===== config.mk =====
export PLATFORM = sky130hd
export DESIGN_NAME = sprite_motion_ctrl
export DESIGN_NICKNAME = d
export VERILOG_FILES = /design/src/rtl/sprite_motion_ctrl.sv
export SDC_FILE = /design/constraint.sdc
export NUM_CORES = 1
export LEC_CHECK = 0
export CAP_MARGIN = 30
export CORE_MARGIN = 4
export CORE_UTILIZATION = 30
export CTS_CLUSTER_SIZE = 14
export DETAILED_ROUTE_END_ITERATION = 7
export SLEW_MARGIN = 20
export SYNTH_ARGS = -nofsm -noshare
export SYNTH_HDL_FRONTEND = slang
export SYNTH_SLANG_ARGS = --single-unit

===== constraint.sdc =====
create_clock -name clk -period 3.3 [get_ports clk]
set_clock_uncertainty 0.15 [all_clocks]
set_input_delay 0.66 -clock clk [delete_from_list [all_inputs] [get_ports clk]]
set_output_delay 0.66 -clock clk [all_outputs]
set_load 0.01 [all_outputs]

===== src/rtl/sprite_motion_ctrl.sv =====
// Bouncing-box position and colour controller. Position and colour commit once
// every FRAME_DIV vertical-sync rising edges through a WAIT/CALC/COMMIT sequencer.
module sprite_motion_ctrl #(
  parameter int H_ACTIVE  = 800,
  parameter int V_ACTIVE  = 480,
  parameter int BOX_W     = 70,
  parameter int BOX_H     = 70,
  parameter int STEP      = 1,
  parameter int FRAME_DIV = 1,
  parameter int DEB_CYC   = 16
) (
  input  logic        clk,
  input  logic        rst,
  input  logic        vsync,
  input  logic        run,
  input  logic [2:0]  sw,
  output logic [15:0] box_x,
  output logic [15:0] box_y,
  output logic [11:0] box_rgb,
  output logic        dir_x,
  output logic        dir_y,
  output logic        upd
);

  localparam int DW = $clog2(DEB_CYC + 1);
  localparam logic [11:0] RGB_RED   = 12'hF00;
  localparam logic [11:0] RGB_GREEN = 12'h0F0;
  localparam logic [11:0] RGB_BLUE  = 12'h00F;

  typedef enum logic [1:0] {WAIT, CALC, COMMIT} state_t;

  state_t       state_reg, state_next;
  logic [15:0]  fcnt_reg, fcnt_next;
  logic [16:0]  fcnt_sum;

  logic [1:0]   vs_sync_reg;
  logic         vs_prev_reg;
  logic         frame_tick;
  logic [2:0]   sw_s1_reg, sw_s2_reg;
  logic [2:0]   press;
  logic [11:0]  rgb_pend_reg;

  logic [15:0]  box_x_reg, box_y_reg, nx_reg, ny_reg;
  logic         dir_x_reg, dir_y_reg, ndx_reg, ndy_reg;
  logic [11:0]  box_rgb_reg, nrgb_reg;
  logic [16:0]  x_step, y_step;

  // One axis of motion: advance by STEP, clamp to the far edge and reverse.
  function automatic logic [16:0] axis_next(input logic [15:0] pos, input logic dir,
                                            input logic [16:0] extent, input logic [16:0] size);
    logic [16:0] p;
    logic [16:0] fwd;
    logic [15:0] np;
    logic        nd;
    p   = {1'b0, pos};
    fwd = p + 17'(STEP);
    np  = pos;
    nd  = dir;
    if (!dir) begin
      if (fwd + size >= extent) begin
        np = 16'(extent - size);
        nd = 1'b1;
      end else begin
        np = 16'(fwd);
      end
    end else if (p <= 17'(STEP)) begin
      np = 16'd0;
      nd = 1'b0;
    end else begin
      np = 16'(p - 17'(STEP));
    end
    return {nd, np};
  endfunction

  always_ff @(posedge clk or negedge rst) begin
    if (!rst) begin
      vs_sync_reg <= 2'b00;
      vs_prev_reg <= 1'b0;
      sw_s1_reg   <= 3'b000;
      sw_s2_reg   <= 3'b000;
    end else begin
      vs_sync_reg <= {vs_sync_reg[0], vsync};
      vs_prev_reg <= vs_sync_reg[1];
      sw_s1_reg   <= sw;
      sw_s2_reg   <= sw_s1_reg;
    end
  end

  assign frame_tick = vs_sync_reg[1] & ~vs_prev_reg;

  // Counter saturates at DEB_CYC, so a held button yields a single event.
  for (genvar gi = 0; gi < 3; gi++) begin : g_deb
    logic [DW-1:0] cnt_reg;
    always_ff @(posedge clk or negedge rst) begin
      if (!rst) begin
        cnt_reg <= '0;
      end else if (sw_s2_reg[gi]) begin
        cnt_reg <= '0;
      end else if (cnt_reg != DW'(DEB_CYC)) begin
        cnt_reg <= cnt_reg + 1'b1;
      end
    end
    assign press[gi] = ~sw_s2_reg[gi] && (cnt_reg == DW'(DEB_CYC - 1));
  end

  always_ff @(posedge clk or negedge rst) begin
    if (!rst) begin
      rgb_pend_reg <= RGB_GREEN;
    end else if (press[0]) begin
      rgb_pend_reg <= RGB_RED;
    end else if (press[1]) begin
      rgb_pend_reg <= RGB_GREEN;
    end else if (press[2]) begin
      rgb_pend_reg <= RGB_BLUE;
    end
  end

  // Ticks are accumulated in every state; a surplus left over from CALC/COMMIT
  // starts the next update as soon as the sequencer is back in WAIT.
  always_comb begin
    state_next = state_reg;
    fcnt_sum   = {1'b0, fcnt_reg} + 17'(frame_tick);
    fcnt_next  = fcnt_sum[15:0];
    case (state_reg)
      WAIT: begin
        if (fcnt_sum >= 17'(FRAME_DIV)) begin
          fcnt_next  = 16'(fcnt_sum - 17'(FRAME_DIV));
          state_next = CALC;
        end
      end
      CALC:    state_next = COMMIT;
      COMMIT:  state_next = WAIT;
      default: state_next = WAIT;
    endcase
  end

  always_ff @(posedge clk or negedge rst) begin
    if (!rst) begin
      state_reg <= WAIT;
      fcnt_reg  <= 16'd0;
    end else begin
      state_reg <= state_next;
      fcnt_reg  <= fcnt_next;
    end
  end

  assign x_step = axis_next(box_x_reg, dir_x_reg, 17'(H_ACTIVE), 17'(BOX_W));
  assign y_step = axis_next(box_y_reg, dir_y_reg, 17'(V_ACTIVE), 17'(BOX_H));

  always_ff @(posedge clk or negedge rst) begin
    if (!rst) begin
      nx_reg   <= 16'd2;
      ny_reg   <= 16'd2;
      ndx_reg  <= 1'b0;
      ndy_reg  <= 1'b0;
      nrgb_reg <= RGB_GREEN;
    end else if (state_reg == CALC) begin
      nrgb_reg <= rgb_pend_reg;
      if (run) begin
        nx_reg  <= x_step[15:0];
        ndx_reg <= x_step[16];
        ny_reg  <= y_step[15:0];
        ndy_reg <= y_step[16];
      end else begin
        nx_reg  <= box_x_reg;
        ndx_reg <= dir_x_reg;
        ny_reg  <= box_y_reg;
        ndy_reg <= dir_y_reg;
      end
    end
  end

  // Visible outputs move only as COMMIT completes, never mid-frame.
  always_ff @(posedge clk or negedge rst) begin
    if (!rst) begin
      box_x_reg   <= 16'd2;
      box_y_reg   <= 16'd2;
      dir_x_reg   <= 1'b0;
      dir_y_reg   <= 1'b0;
      box_rgb_reg <= RGB_GREEN;
    end else if (state_reg == COMMIT) begin
      box_x_reg   <= nx_reg;
      box_y_reg   <= ny_reg;
      dir_x_reg   <= ndx_reg;
      dir_y_reg   <= ndy_reg;
      box_rgb_reg <= nrgb_reg;
    end
  end

  assign box_x   = box_x_reg;
  assign box_y   = box_y_reg;
  assign dir_x   = dir_x_reg;
  assign dir_y   = dir_y_reg;
  assign box_rgb = box_rgb_reg;
  assign upd     = (state_reg == COMMIT);

endmodule


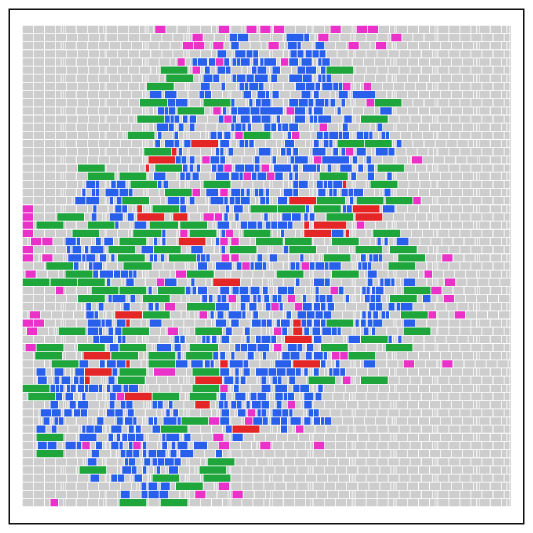
(run_1/placement_by_type.png)
Drawn at 3 px/µm. Fill, decap, tap and diode cells in gray.
class	color	cells
sequential cells	green	119
clock drivers and dummy loads	red	32
combinational and other logic	blue	727
remaining buffers and delay cells	magenta	110

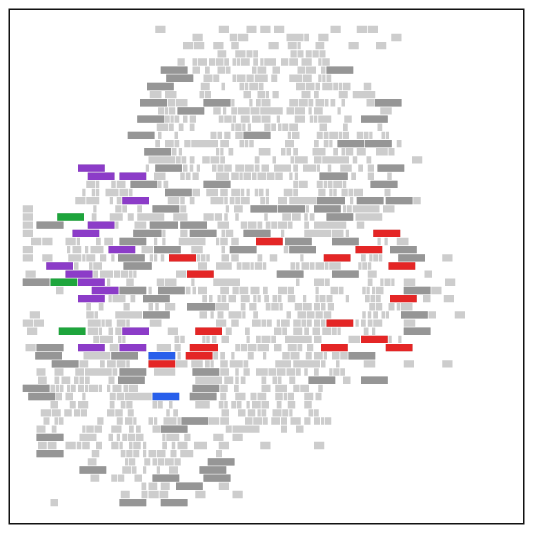
(run_1/flops_by_reg.png)
Drawn at 3 px/µm. Other sequential cells in the stronger gray, the rest of the logic in the fainter gray.
name in the netlist	color	flops
ny_reg	red	16
g_deb.cnt_reg	purple	15
sw_s2_reg	green	3
state_reg	blue	2
not colored	83

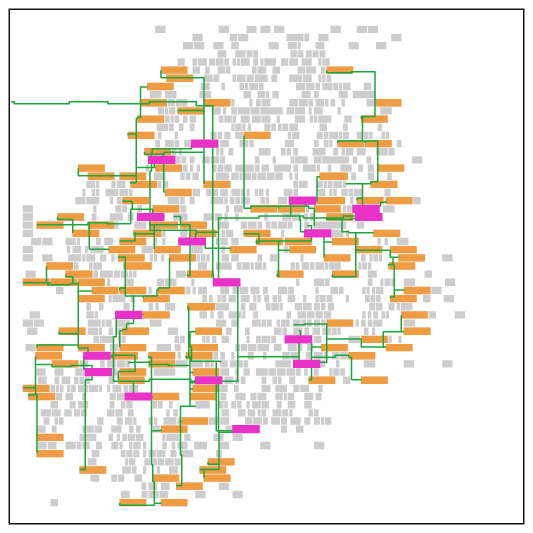
(run_1/clk_routes.png)
Drawn at 3 px/µm.
[clock wires] green | length: 1,800 µm
[clock drivers] magenta | count: 17
[flip-flops] orange | count: 119
routed clock nets	18

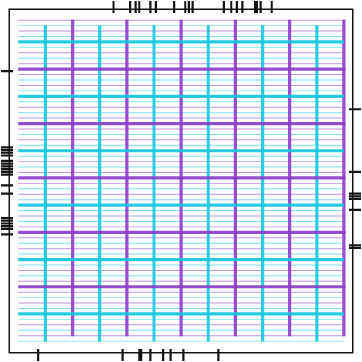
(run_1/power_grid.png)
Drawn at 2 px/µm. Pins as bars on the die edge.
net	color
VDD	purple
VSS	cyan
met1 rails	60
met5 straps	11

==> results.py, run 1 <==
# Auto-generated metrics
metrics = {
    "worst_setup_path": {
        "r2r_cells": 8,
        "reg2reg_from": "box_x[1]",
        "cp_cell_sequence": "ha_4 > a21bo_1 > nor3_2 > o311ai_0 > a211o_1 > o31a_1 > or4_4 > a22o_1",
        "cpLargestDelayFamily": "AND-OR/OR-AND gates",
        "slowest_stage": "dfstp_2",
        "crit_type": "flop to flop",
        "critPathMaxFanout": 7,
        "timing.rr.end": "ndx_reg",
        "path_buffers": 0,
        "crit_cells": 8,
        "start_kind": "flop",
        "cp_data_required_time_ns": 3.46,
        "r2r_slack_ns": 0.12,
        "slowest_delay_ns": 0.59,
        "arrival_ns": 3.34,
        "crit_path_end_kind": "flop",
    },
    "synthesis": {
        "numSynthFlops": 119,
        "ys_async_sr_fraction_pct": 100,
        "syn_area_mm2": 0.00797,
        "synth.distinct_cells": 81,
        "area_leaders": "dfrtp_1 35%, nand2_1 4.2%, xnor2_1 4.2%, mux2_2 4.1%, o21ai_0 4.0%",
        "top_cell_area_share_pct": 35.2,
        "yosysTopAreaCell": "dfrtp_1",
        "ys_area_mm2": 0.00797,
        "synthesis.instances": 915,
        "ys_cells": 915,
        "edf_count": 0,
        "ys_seq_share_pct": 37.5,
    },
    "routing": {
        "wl_met2_um": 10200,
        "top_layer": "met4",
        "drtPass1Iterations": 5,
        "wl_um": 22000,
        "vias": 7142,
        "drt_iter0_drc": 604,
        "drc": 0,
        "drtAntennaViolNets": 0,
        "wl_met1_um": 10400,
        "wl_per_cell_um": 16.6,
    },
    "placement": {
        "dp_hpwl_um": 15500,
        "dp_slack_ns": 0.0244,
        "postPlaceCellArea_mm2": 0.00903,
        "place.gp.congestion": 0.900,
        "place.port_buffers": 53,
        "dp_cells": 1291,
    },
    "cts": {
        "htreeDepth": 4,
        "post_cts_buffers": 0,
        "clock-sinks": 119,
        "numCtsBuffers": 17,
        "path_clk_slew_ns": 0.06,
        "hold_buffers": 0,
        "cts_resized": 0,
        "cts_buffer_depth": 2,
    },
    "power": {
        "powerSeq_uw": 2580,
        "p_int_uw": 4900,
        "finalPower_uw": 8680,
        "p_sw_uw": 3770,
        "power_frac_comb_pct": 50.4,
        "maxPowerGroup": "combinational cells",
        "switching_share_pct": 43.5,
        "pwr-share-clk_pct": 19.9,
        "p_seq_share_pct": 29.7,
        "leakage_uw": 0.00379,
        "powerDensity_mw_per_mm2": 903,
    },
    "floorplanning": {
        "coreArea_mm2": 0.0261,
        "die-area_mm2": 0.0292,
        "pin_count": 54,
        "fp_util_pct": 30.5,
        "die_h_um": 171,
    },
    "timing": {
        "drv_slew": 0,
        "maxSlewHeadroom_pct": 45.7,
        "tightest_slew_ns": 0.804,
        "tns_ns": 0,
        "whs_ns": 0.0375,
        "final-hold-violation-count": 0,
        "fmax_mhz": 315,
        "finalCritPeriodShare_pct": 96.3,
        "fin_ws_ns": 0.122,
    },
    "grt": {
        "gr-total-overflow": 0,
        "grt_max_degree": 58,
        "grt_use_met3_pct": 3.19,
        "use_met1_pct": 21.3,
        "use_met2_pct": 24.2,
        "track_usage_pct": 15.2,
        "antenna_found_initial": 0,
        "top_usage_layer": "met2",
        "grt_pass1_wl_um": 36300,
    },
    "finish": {
        "stdcell_area_mm2": 0.00961,
        "diodes": 0,
        "final_net_count": 1003,
        "area_growth_pct": 20.5,
        "fin_util_pct": 36.8,
        "final_cells": 1323,
        "drive_gt1_share_pct": 15.0,
    },
    "job": {
        "tool_warnings": 36,
        "maxCapViolations": 0,
    },
    "worst_hold_path": {
        "hp-class": "input port to asynchronous set/reset pin",
    },
    "outcome": {
        "outcome": "finished, final reports clean",
    },
}
run 1: worst register-to-register path, cell delays in order (launching register included):
cell      delay (ns)
dfstp_2         0.59
ha_4            0.21
a21bo_1         0.23
nor3_2          0.21
o311ai_0        0.18
a211o_1         0.36
o31a_1          0.37
or4_4           0.57
a22o_1          0.20
run 1: how the worst max path moves through the flow:
stage	endpoint
floorplan	ndx_reg
global placement	ndx_reg
detailed placement	ndx_reg
CTS	ndx_reg
global route	ny_reg[8]
finish	ndx_reg
run 1: cell usage in the layout, fill, tap and decap left out, drive strengths merged, types with 6 or more instances in the layout:
cell,count
clkbuf,24
a21oi,39
xor2,18
nand3b,11
ha,21
o31a,6
dfstp,7
nor2b,9
mux2i,7
nand2,90
and3,14
a41oi,7
clkdlybuf4s50,52
clkinv,7
a31oi,24
buf,58
nand4,17
nor3,44
mux2,29
nand2b,9
or4,6
nor4,11
o211ai,8
inv,31
o31ai,8
o21ai,67
nand3,39
nor2,71
xnor2,38
or3,14
dfrtp,112
run 1: cell families after synthesis:
logic type / after synthesis / share of synthesized area, %
AND/OR/NAND/NOR: 353 / 23.3
AND-OR/OR-AND: 228 / 19.0
flip-flops: 119 / 37.5
buffers and inverters: 102 / 5.81
XOR/XNOR: 56 / 6.15
multiplexers: 36 / 4.98
adder cells (fa/ha/maj): 21 / 3.30
run 1: area by class of cell:
| class | instances | area (µm²) | share of cell area, % |
|---|---|---|---|
| multi-input combinational | 694 | 4560 | 47.5 |
| inverter | 33 | 124 | 1.29 |
| tap | 335 | 419 | 4.36 |
| clock buffer | 24 | 472 | 4.91 |
| clock inverter | 8 | 73.8 | 0.768 |
| timing repair buffer | 110 | 968 | 10.1 |
| sequential | 119 | 2990 | 31.1 |
==> run 2, diff against run 1 <==
SKIP_LAST_GASP = 1   (was default)
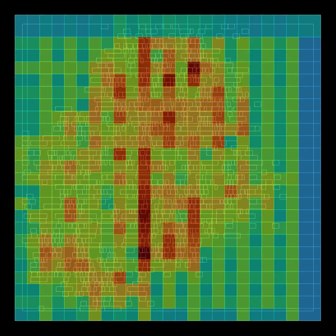
(run_2/congestion.png)
WL/cell: 16.6 µm
M1 GR Usage: 21.3%

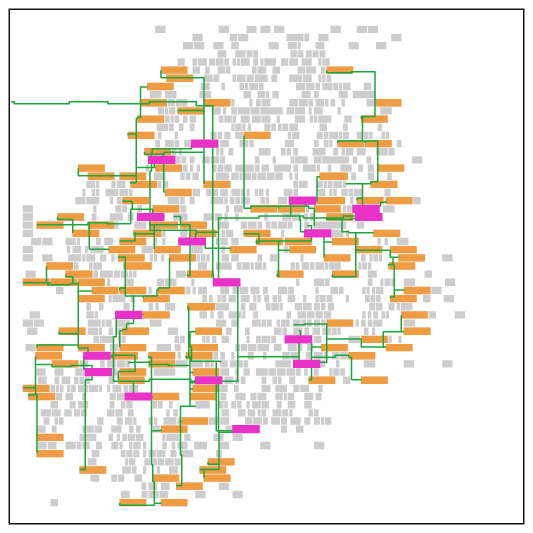
(run_2/clk_routes.png)
Drawn at 3 px/µm.
Clk. pwr: 1730 µW
clk_lat worst skew: 0.42 ns
clock share of power: 19.9%

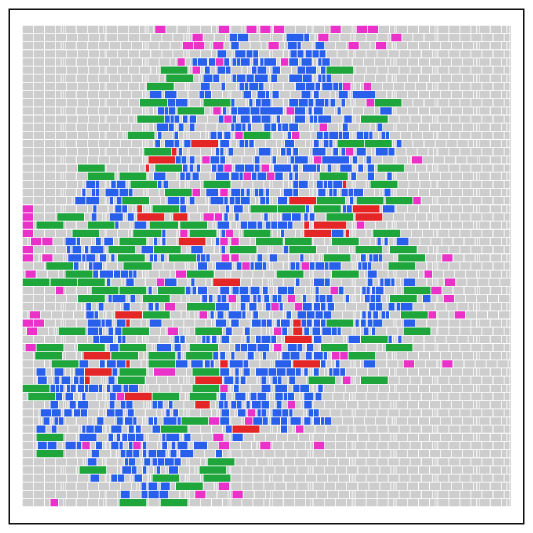
(run_2/placement_by_type.png)
Drawn at 3 px/µm. Fill, decap, tap and diode cells in gray.
class	color	cells
combinational and other logic	blue	727
clock drivers and dummy loads	red	32
sequential cells	green	119
remaining buffers and delay cells	magenta	110

==> results.py, run 2 <==
# Auto-generated metrics
metrics = {
    "timing": {
        "final-hold-violation-count": 0,
        "setup_viol": 0,
        "drv_slew": 0,
        "fmax_mhz": 315,
        "finalCritPeriodShare_pct": 96.3,
        "maxSlewHeadroom_pct": 45.7,
        "fin_crit_ns": 3.18,
        "tightest_slew_ns": 0.804,
        "tns_ns": 0,
        "fin_ws_ns": 0.122,
    },
    "finish": {
        "diodes": 0,
        "final_net_count": 1003,
        "area_growth_pct": 20.5,
        "fin_util_pct": 36.8,
        "final_cells": 1323,
        "lay_top_cells": "112 x dfrtp_1, 90 x nand2_1, 69 x nor2_1",
        "drive_gt1_share_pct": 15.0,
        "layout_top_cell": "dfrtp_1",
    },
    "placement": {
        "dp_slack_ns": 0.0244,
        "place.port_buffers": 53,
        "dp_hpwl_um": 15500,
        "place.gp.congestion": 0.900,
        "dp_cells": 1291,
    },
    "synthesis": {
        "synth.distinct_cells": 81,
        "edf_count": 0,
        "synthFlopType": "dfrtp_1",
        "syn_area_mm2": 0.00797,
        "synth-xor-area-share_pct": 6.15,
        "muxShareOfSynthArea_pct": 4.98,
        "ys_sh_aoi_pct": 19.0,
        "simple_gate_share_pct": 23.3,
        "synthesis.instances": 915,
        "common_cells": "112 x dfrtp_1, 90 x nand2_1, 69 x nor2_1",
        "yosysTopAreaCell": "dfrtp_1",
        "top_cell_area_share_pct": 35.2,
        "synthTopLogicFamily": "simple AND/OR/NAND/NOR gates",
        "ys_seq_share_pct": 37.5,
        "post-synth-top-count-cell": "dfrtp_1",
        "syn_avg_cell_area_um2": 8.71,
        "fp_nets": 943,
        "area_leaders": "dfrtp_1 35%, nand2_1 4.2%, xnor2_1 4.2%, mux2_2 4.1%, o21ai_0 4.0%",
        "ys_area_mm2": 0.00797,
        "ys_sh_adder_pct": 3.30,
        "ys_cells": 915,
        "ys_async_sr_fraction_pct": 100,
        "numSynthFlops": 119,
        "synth_warnings": 0,
    },
    "grt": {
        "grt_pass1_vias": 6812,
        "gr-total-overflow": 0,
        "grt_pass1_wl_um": 36300,
        "antenna_found_initial": 0,
        "grt_max_degree": 58,
        "track_usage_pct": 15.2,
    },
    "cts": {
        "cts_buffer_depth": 2,
        "path_clk_slew_ns": 0.06,
        "clock-sinks": 119,
        "tritoncts": "built",
        "hold_buffers": 0,
        "htreeDepth": 4,
        "root_buffer": "clkbuf_16",
        "numCtsBuffers": 17,
    },
    "routing": {
        "vias": 7142,
        "drc": 0,
        "viasPerCell": 5.40,
        "drtAntennaViolNets": 0,
        "drt_iter0_drc": 604,
        "drtPass1Iterations": 5,
        "wl_um": 22000,
    },
    "floorplanning": {
        "coreArea_mm2": 0.0261,
        "pin_count": 54,
        "die-area_mm2": 0.0292,
        "rows": 59,
        "die_w_um": 171,
        "fp_util_pct": 30.5,
        "die_h_um": 171,
    },
    "job": {
        "maxCapViolations": 0,
        "tool_warnings": 36,
    },
    "worst_setup_path": {
        "arrival_ns": 3.34,
        "timing.rr.end": "ndx_reg",
        "r2r_cells": 8,
        "reg2reg_from": "box_x[1]",
        "start_kind": "flop",
        "r2r_slack_ns": 0.12,
        "cp_data_required_time_ns": 3.46,
        "critPathMaxFanout": 7,
        "crit_type": "flop to flop",
        "crit_path_end_kind": "flop",
        "critPathCapture": "ndx_reg",
        "startpoint": "box_x[1]",
    },
    "power": {
        "power_frac_comb_pct": 50.4,
        "leakage_uw": 0.00379,
        "p_seq_share_pct": 29.7,
        "p_sw_uw": 3770,
        "powerDensity_mw_per_mm2": 903,
        "switching_share_pct": 43.5,
        "ir_drop_mv": 0.457,
        "p_int_uw": 4900,
    },
    "worst_hold_path": {
        "hp-class": "input port to asynchronous set/reset pin",
    },
    "outcome": {
        "outcome": "finished, final reports clean",
    },
}
## run 2: cell counts after synthesis
Identical to the previous run, type by type.
## run 2: what timing repair did
action                                  4_1_cts  5_1_grt
buffers inserted                              0        0
gates resized                                 0        6
endpoints found under the setup margin        0       14
## run 2: logic make-up after synthesis
family	Yosys count
AND/OR/NAND/NOR	353
AND-OR/OR-AND	228
flip-flops	119
buffers and inverters	102
XOR/XNOR	56
multiplexers	36
adder cells (fa/ha/maj)	21
## run 2: per-stage QoR
step / total power, µW / cell area [µm²] / hold WS [ns]
floorplan: 5300 / 7970 / 0.181
global placement: 6850 / 9030 / 0.182
detailed placement: 6890 / 9030 / 0.185
CTS: 8660 / 9570 / 0.0587
global route: 9310 / 9610 / 0.0774
finish: 8680 / 9610 / 0.0375
## run 2: power by group through the flow
stage | Sequential, µW | Combinational [µW] | Clock, µW
finish | 2580 | 4370 | 1730
floorplan | 2410 | 2890 | 0
CTS | 2560 | 4330 | 1770
global route | 2670 | 4810 | 1830
global placement | 2580 | 4270 | 0
detailed placement | 2580 | 4310 | 0
## run 2: layer usage
metal	global-route usage, %	part of all wire [%]	up-vias
li1	-	-	3445
met1	21.3	47	3470
met2	24.2	47	208
met3	3.19	5.3	19
met4	3.82	0.83	0
met5	0	0	-
## run 2: area by class of cell
type	count	area (µm²)
Inverter	33	124
Fill cell	2676	16500
Sequential cell	119	2990
Multi-Input combinational cell	694	4560
Timing Repair Buffer	110	968
Clock buffer	24	472
Clock inverter	8	73.8
Tap cell	335	419
## run 2: worst max-delay path, cell delays in order, from the launching register on
cell and delay (ns):
dfstp_2 0.59, ha_4 0.20, a21bo_1 0.23, nor3_2 0.21
o311ai_0 0.18, a211o_1 0.36, o31a_1 0.37, or4_4 0.57
a22o_1 0.20
Power is estimated from default activity; no workload was simulated.
